### src/rtl/serial_add_ctrl.sv
// Bit-serial WIDTH-bit adder: one shared full-adder cell, LSB first, one bit per clock.
// Optional macro SERIAL_ADD_SUB_EN adds a `sub` port for two's-complement subtraction.

module fa (
  input  logic a,
  input  logic b,
  input  logic c,
  output logic sum,
  output logic carry
);

  assign sum   = a ^ b ^ c;
  assign carry = (a & b) | (c & (a ^ b));

endmodule

module serial_add_ctrl #(
  parameter int WIDTH = 8
) (
  input  logic             clk,
  input  logic             rst_n,
  input  logic             start,
`ifdef SERIAL_ADD_SUB_EN
  input  logic             sub,
`endif
  input  logic [WIDTH-1:0] op_a,
  input  logic [WIDTH-1:0] op_b,
  input  logic             cin,
  output logic             busy,
  output logic             done,
  output logic [WIDTH-1:0] result,
  output logic             cout
);

  localparam int CntW = (WIDTH > 1) ? $clog2(WIDTH) : 1;

  typedef enum logic {IDLE, RUN} state_e;

  state_e           state_q, state_d;
  logic [WIDTH-1:0] shA_q, shA_d;
  logic [WIDTH-1:0] shB_q, shB_d;
  logic [WIDTH-2:0] acc_q, acc_d;
  logic             carry_q, carry_d;
  logic [CntW-1:0]  cnt_q, cnt_d;
  logic             busy_q, busy_d;
  logic             done_q, done_d;
  logic [WIDTH-1:0] result_q, result_d;
  logic             cout_q, cout_d;

  logic             faSum, faCarry;
  logic [WIDTH-1:0] accShift;
  logic             lastBit;
  logic [WIDTH-1:0] loadB;
  logic             loadCarry;

  fa uFa (
    .a     (shA_q[0]),
    .b     (shB_q[0]),
    .c     (carry_q),
    .sum   (faSum),
    .carry (faCarry)
  );

  // acc keeps only the WIDTH-1 sum bits collected so far; the new bit enters at the top.
  assign accShift = {faSum, acc_q};
  assign lastBit  = (cnt_q == CntW'(WIDTH - 1));

  always_comb begin
    loadB     = op_b;
    loadCarry = cin;
`ifdef SERIAL_ADD_SUB_EN
    if (sub) begin
      loadB     = ~op_b;
      loadCarry = 1'b1;
    end
`endif
  end

  always_comb begin
    state_d  = state_q;
    shA_d    = shA_q;
    shB_d    = shB_q;
    acc_d    = acc_q;
    carry_d  = carry_q;
    cnt_d    = cnt_q;
    busy_d   = busy_q;
    done_d   = 1'b0;
    result_d = result_q;
    cout_d   = cout_q;

    case (state_q)
      IDLE: begin
        if (start) begin
          shA_d   = op_a;
          shB_d   = loadB;
          carry_d = loadCarry;
          cnt_d   = '0;
          acc_d   = '0;
          busy_d  = 1'b1;
          state_d = RUN;
        end
      end
      RUN: begin
        shA_d   = {1'b0, shA_q[WIDTH-1:1]};
        shB_d   = {1'b0, shB_q[WIDTH-1:1]};
        acc_d   = accShift[WIDTH-1:1];
        carry_d = faCarry;
        cnt_d   = cnt_q + CntW'(1);
        if (lastBit) begin
          result_d = accShift;
          cout_d   = faCarry;
          done_d   = 1'b1;
          busy_d   = 1'b0;
          state_d  = IDLE;
        end
      end
      default: state_d = IDLE;
    endcase
  end

  always_ff @(posedge clk or negedge rst_n) begin
    if (!rst_n) begin
      state_q  <= IDLE;
      shA_q    <= '0;
      shB_q    <= '0;
      acc_q    <= '0;
      carry_q  <= 1'b0;
      cnt_q    <= '0;
      busy_q   <= 1'b0;
      done_q   <= 1'b0;
      result_q <= '0;
      cout_q   <= 1'b0;
    end else begin
      state_q  <= state_d;
      shA_q    <= shA_d;
      shB_q    <= shB_d;
      acc_q    <= acc_d;
      carry_q  <= carry_d;
      cnt_q    <= cnt_d;
      busy_q   <= busy_d;
      done_q   <= done_d;
      result_q <= result_d;
      cout_q   <= cout_d;
    end
  end

  assign busy   = busy_q;
  assign done   = done_q;
  assign result = result_q;
  assign cout   = cout_q;

endmodule

### config.mk
export PLATFORM = sky130hd
export DESIGN_NAME = serial_add_ctrl
export DESIGN_NICKNAME = d
export VERILOG_FILES = /design/src/rtl/serial_add_ctrl.sv
export SDC_FILE = /design/constraint.sdc
export NUM_CORES = 1
export LEC_CHECK = 0
export CORE_MARGIN = 8
export CORE_UTILIZATION = 47
export CTS_CLUSTER_DIAMETER = 40
export DETAILED_ROUTE_END_ITERATION = 8
export PLACE_DENSITY = 0.74
export RECOVER_POWER = 50
export SYNTH_ARGS = -nofsm -noshare
export SYNTH_HDL_FRONTEND = slang
export SYNTH_HIERARCHICAL = 1
export SYNTH_SLANG_ARGS = --single-unit
### constraint.sdc
create_clock -name clk -period 1.7 [get_ports clk]
set_input_delay 0.34 -clock clk [delete_from_list [all_inputs] [get_ports clk]]
set_output_delay 0.34 -clock clk [all_outputs]
set_load 0.02 [all_outputs]
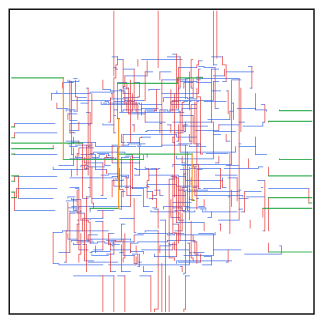
Run 1: wiring by layer
Drawn at 4 px/um.
orange -> metal 4  # wire length 54.4 um
green -> metal 3  # wire length 188 um
blue -> metal 1  # wire length 1,340 um
red -> metal 2  # wire length 1,480 um

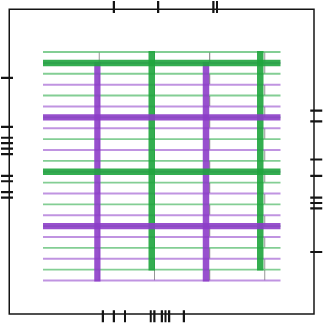
Run 1: supply network
Drawn at 4 px/um. Pins as bars on the die edge. Tap cells in grey.
purple -> VSS
green -> VDD
met1 rails = 22
signal pins = 31
met5 straps = 4
tap cells = 46

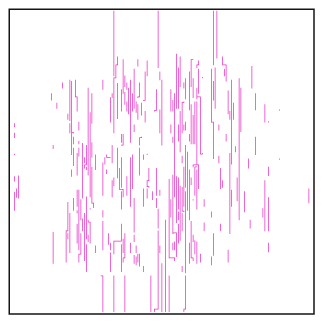
Run 1: signal wires on met2
Drawn at 4 px/um.
main direction = vertical
wire length on this layer = 1,480 um
longest straight run = 35.4 um

==> results.toml, run 1 <==
# yosys + openroad results
[yosys]
synth-edff-count = 0
ys_sh_aoi_pct = 8.49
top_area_share_pct = 58.1
netlist_instances = 139
top_cells_by_area = "dfrtp_1, mux2i_1, mux2_2"
flop_cell = "dfrtp_1"
ys_sh_xor_pct = 0
syn_avg_cell_area_sq_um = 12.1

[pwr]
p_clk_mw = 0.450
max-vdd-ir-drop_uv = 647
combPwrFrac_pct = 37.4
maxPowerGroup = "registers"
seq_power_mw = 1.53

[clocking]
post-cts-setup-buffers = 0
clockBufferDepth = 2
clock_latency_ns = 0.35
cts_tree = "yes"
cts_max_level = 2

[layout]
area.growth.synth_to_final_pct = 23.9
comb_area_share_pct = 30.4
buf_share_pct = 17.2
layout-drive-gt1-share_pct = 12.1
lay_top_cells = "dfrtp_1, nand2_1, clkdlybuf4s50_1"
final_cell_area_sq_um = 2080

[worst_setup_path]
end_kind = "output port"
r2r-start = "cnt_q[0]$_DFFE_PN0P_"

[placement]
dp_cells = 211
dp_hpwl_mm = 2.21
gp_congestion = 0.688

[timing]
slew_violations = 0
tightest_slew_ns = 1.09
hold_ws_ns = 0.498
setup_viol = 0
relSlewSlack_pct = 27.4
layout_setup_ws_ns = 0.0555

[worst_hold_path]
min-delay-start = "shB_q[2]$_DFFE_PN0P_"

[global_route]
grt_pass1_wl_mm = 5.26

[run_status]
status = "completed"

[run]
warnings = 27

[floorplanning]
die_h_um = 75.8

[route]
drt-initial-drc-count = 49
Run 1, clock nets:
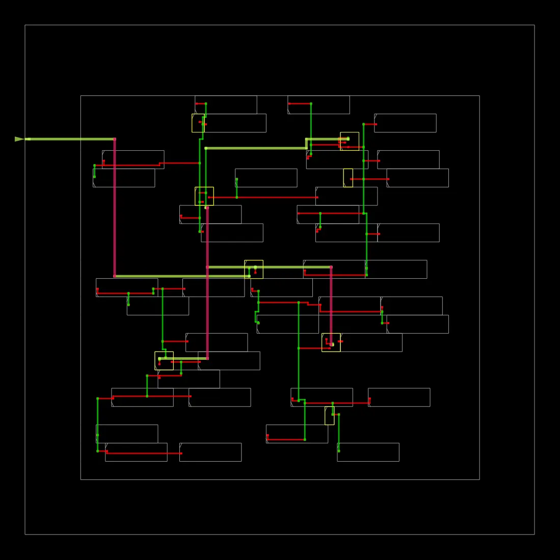

--- run 2 (diff from run 1) ---
GPL_ROUTABILITY_DRIVEN = 0   (was default)
GPL_TIMING_DRIVEN = 1   (was default)
MAX_ROUTING_LAYER = met4   (was default)
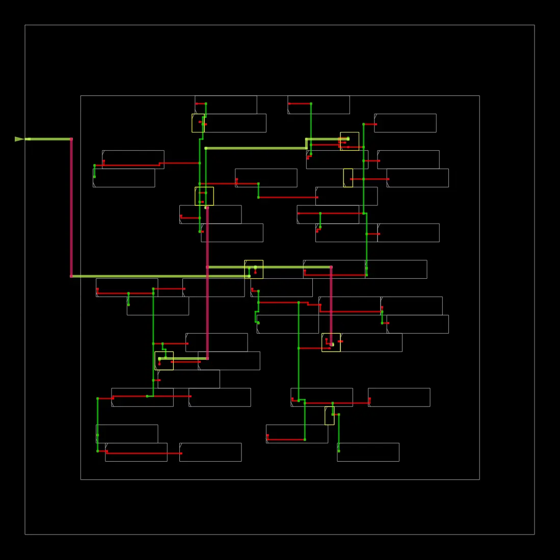
Run 2: clock nets
Num CTS Buffers: 5
final sequential cell count: 39
clock buf count: 7
Final Skew: 0.00890 ns

==> run 2 against run 1 <==
  * Clock-buffer cell count did not move
  * Combinational power barely moved
  * Cell area did not move
==> results.toml, run 2 <==
# yosys + openroad results
[run_status]
status = "completed"

[timing]
tightest_slew_ns = 1.09
slew_violations = 0
layout_setup_ws_ns = 0.0539
setup_viol = 0
relSlewSlack_pct = 27.2

[pwr]
maxPowerGroup = "registers"
p_clk_mw = 0.449

[floorplanning]
die_h_um = 75.8

[yosys]
synth-edff-count = 0
ys_sh_aoi_pct = 8.49
netlist_instances = 139
top_area_share_pct = 58.1
ys_sh_xor_pct = 0
top_cells_by_area = "dfrtp_1, mux2i_1, mux2_2"

[run]
warnings = 27

[layout]
area.growth.synth_to_final_pct = 23.9
buf_share_pct = 17.2

[clocking]
clock_latency_ns = 0.35
clockBufferDepth = 2
cts_tree = "yes"

[worst_hold_path]
min-delay-start = "shB_q[2]$_DFFE_PN0P_"

[placement]
dp_hpwl_mm = 2.21
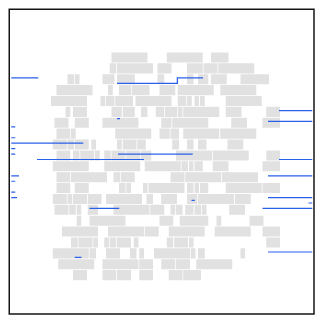
Run 2: metal 3
Drawn at 4 px/um. Cells faint in the background.
main direction = horizontal
nets with wire on the layer = 20
wire length on this layer = 179 um

Run 2, wiring by layer:
Drawn at 4 px/um.
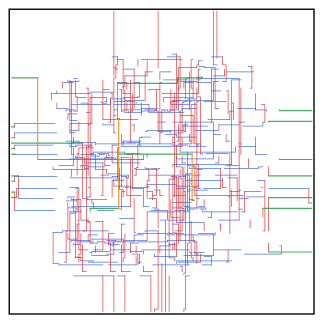

--- run 3 (diff from run 2) ---
ABC_AREA = 1   (was default)
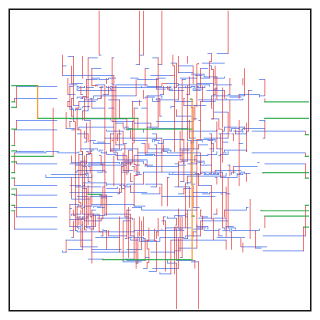
Run 3: wiring by layer
Drawn at 4 px/um.
orange -> metal 4  # wire length 48.3 um
green -> metal 3  # wire length 155 um
red -> metal 2  # wire length 1,520 um
blue -> metal 1  # wire length 1,460 um

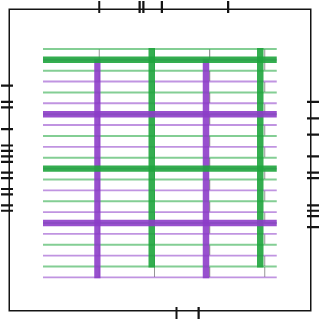
Run 3: supply network
Drawn at 4 px/um. Pins as bars on the die edge. Tap cells in grey.
purple -> VSS
green -> VDD
rows = 21
met1 rails = 22

==> run 3 against run 2 <==
  * Cell area fell by 2.9%
  * Combinational power barely moved
  * Clock power fell by 1%
  * Synthesized cell count rose by 27%
  * Sequential cell count did not move
  * Power fell by 0.50%
  * Wire length rose by 4.5%
  * Sequential share of layout area rose by 1.4 points
  * Die size fell by 2.1%
  * Clock-buffer cell count fell by 2
  * Utilization fell by 0.83 points
  * First-iteration DRC count rose by 98%
==> results.toml, run 3 <==
# yosys + openroad results
[timing]
tightest_slew_ns = 0.942
relSlewSlack_pct = 37.2
setup_viol = 0
hold_ws_ns = 0.209
fin_tns_setup_ns = 0

[placement]
dp_cells = 247
dp_hpwl_mm = 2.24

[yosys]
netlist_instances = 176
top_cells_by_area = "dfrtp_1, nand2_1, nand3_1"
syn_avg_cell_area_sq_um = 9.30
ys_sh_xor_pct = 0
ys_sh_aoi_pct = 5.05
synth-edff-count = 0
top_area_share_pct = 59.6

[run]
warnings = 27

[worst_setup_path]
r2r-start = "cnt_q[0]$_DFFE_PN0P_"
end_kind = "output port"

[layout]
clockBufferCount = 5
final_cell_area_sq_um = 2020
lay_top_cells = "nand2_1, dfrtp_1, nand3_1"
buf_share_pct = 16.8
layout-drive-gt1-share_pct = 8.13
comb_area_share_pct = 27.6
area.growth.synth_to_final_pct = 23.5

[clocking]
cts_tree = "yes"
clock_latency_ns = 0.34
cts_max_level = 2
post-cts-setup-buffers = 0

[pwr]
max-vdd-ir-drop_uv = 575
seq_power_mw = 1.51
p_clk_mw = 0.444
maxPowerGroup = "registers"
powerDensity_nw_per_um2 = 1560

[floorplanning]
initCoreUtil_pct = 49.0
die_h_um = 75.0

[route]
via_per_inst = 4.86
drt-initial-drc-count = 95

[global_route]
grt_pass1_wl_mm = 5.61

[run_status]
status = "completed"
Power figures rest on the tool's default switching activity, not on a simulated workload.
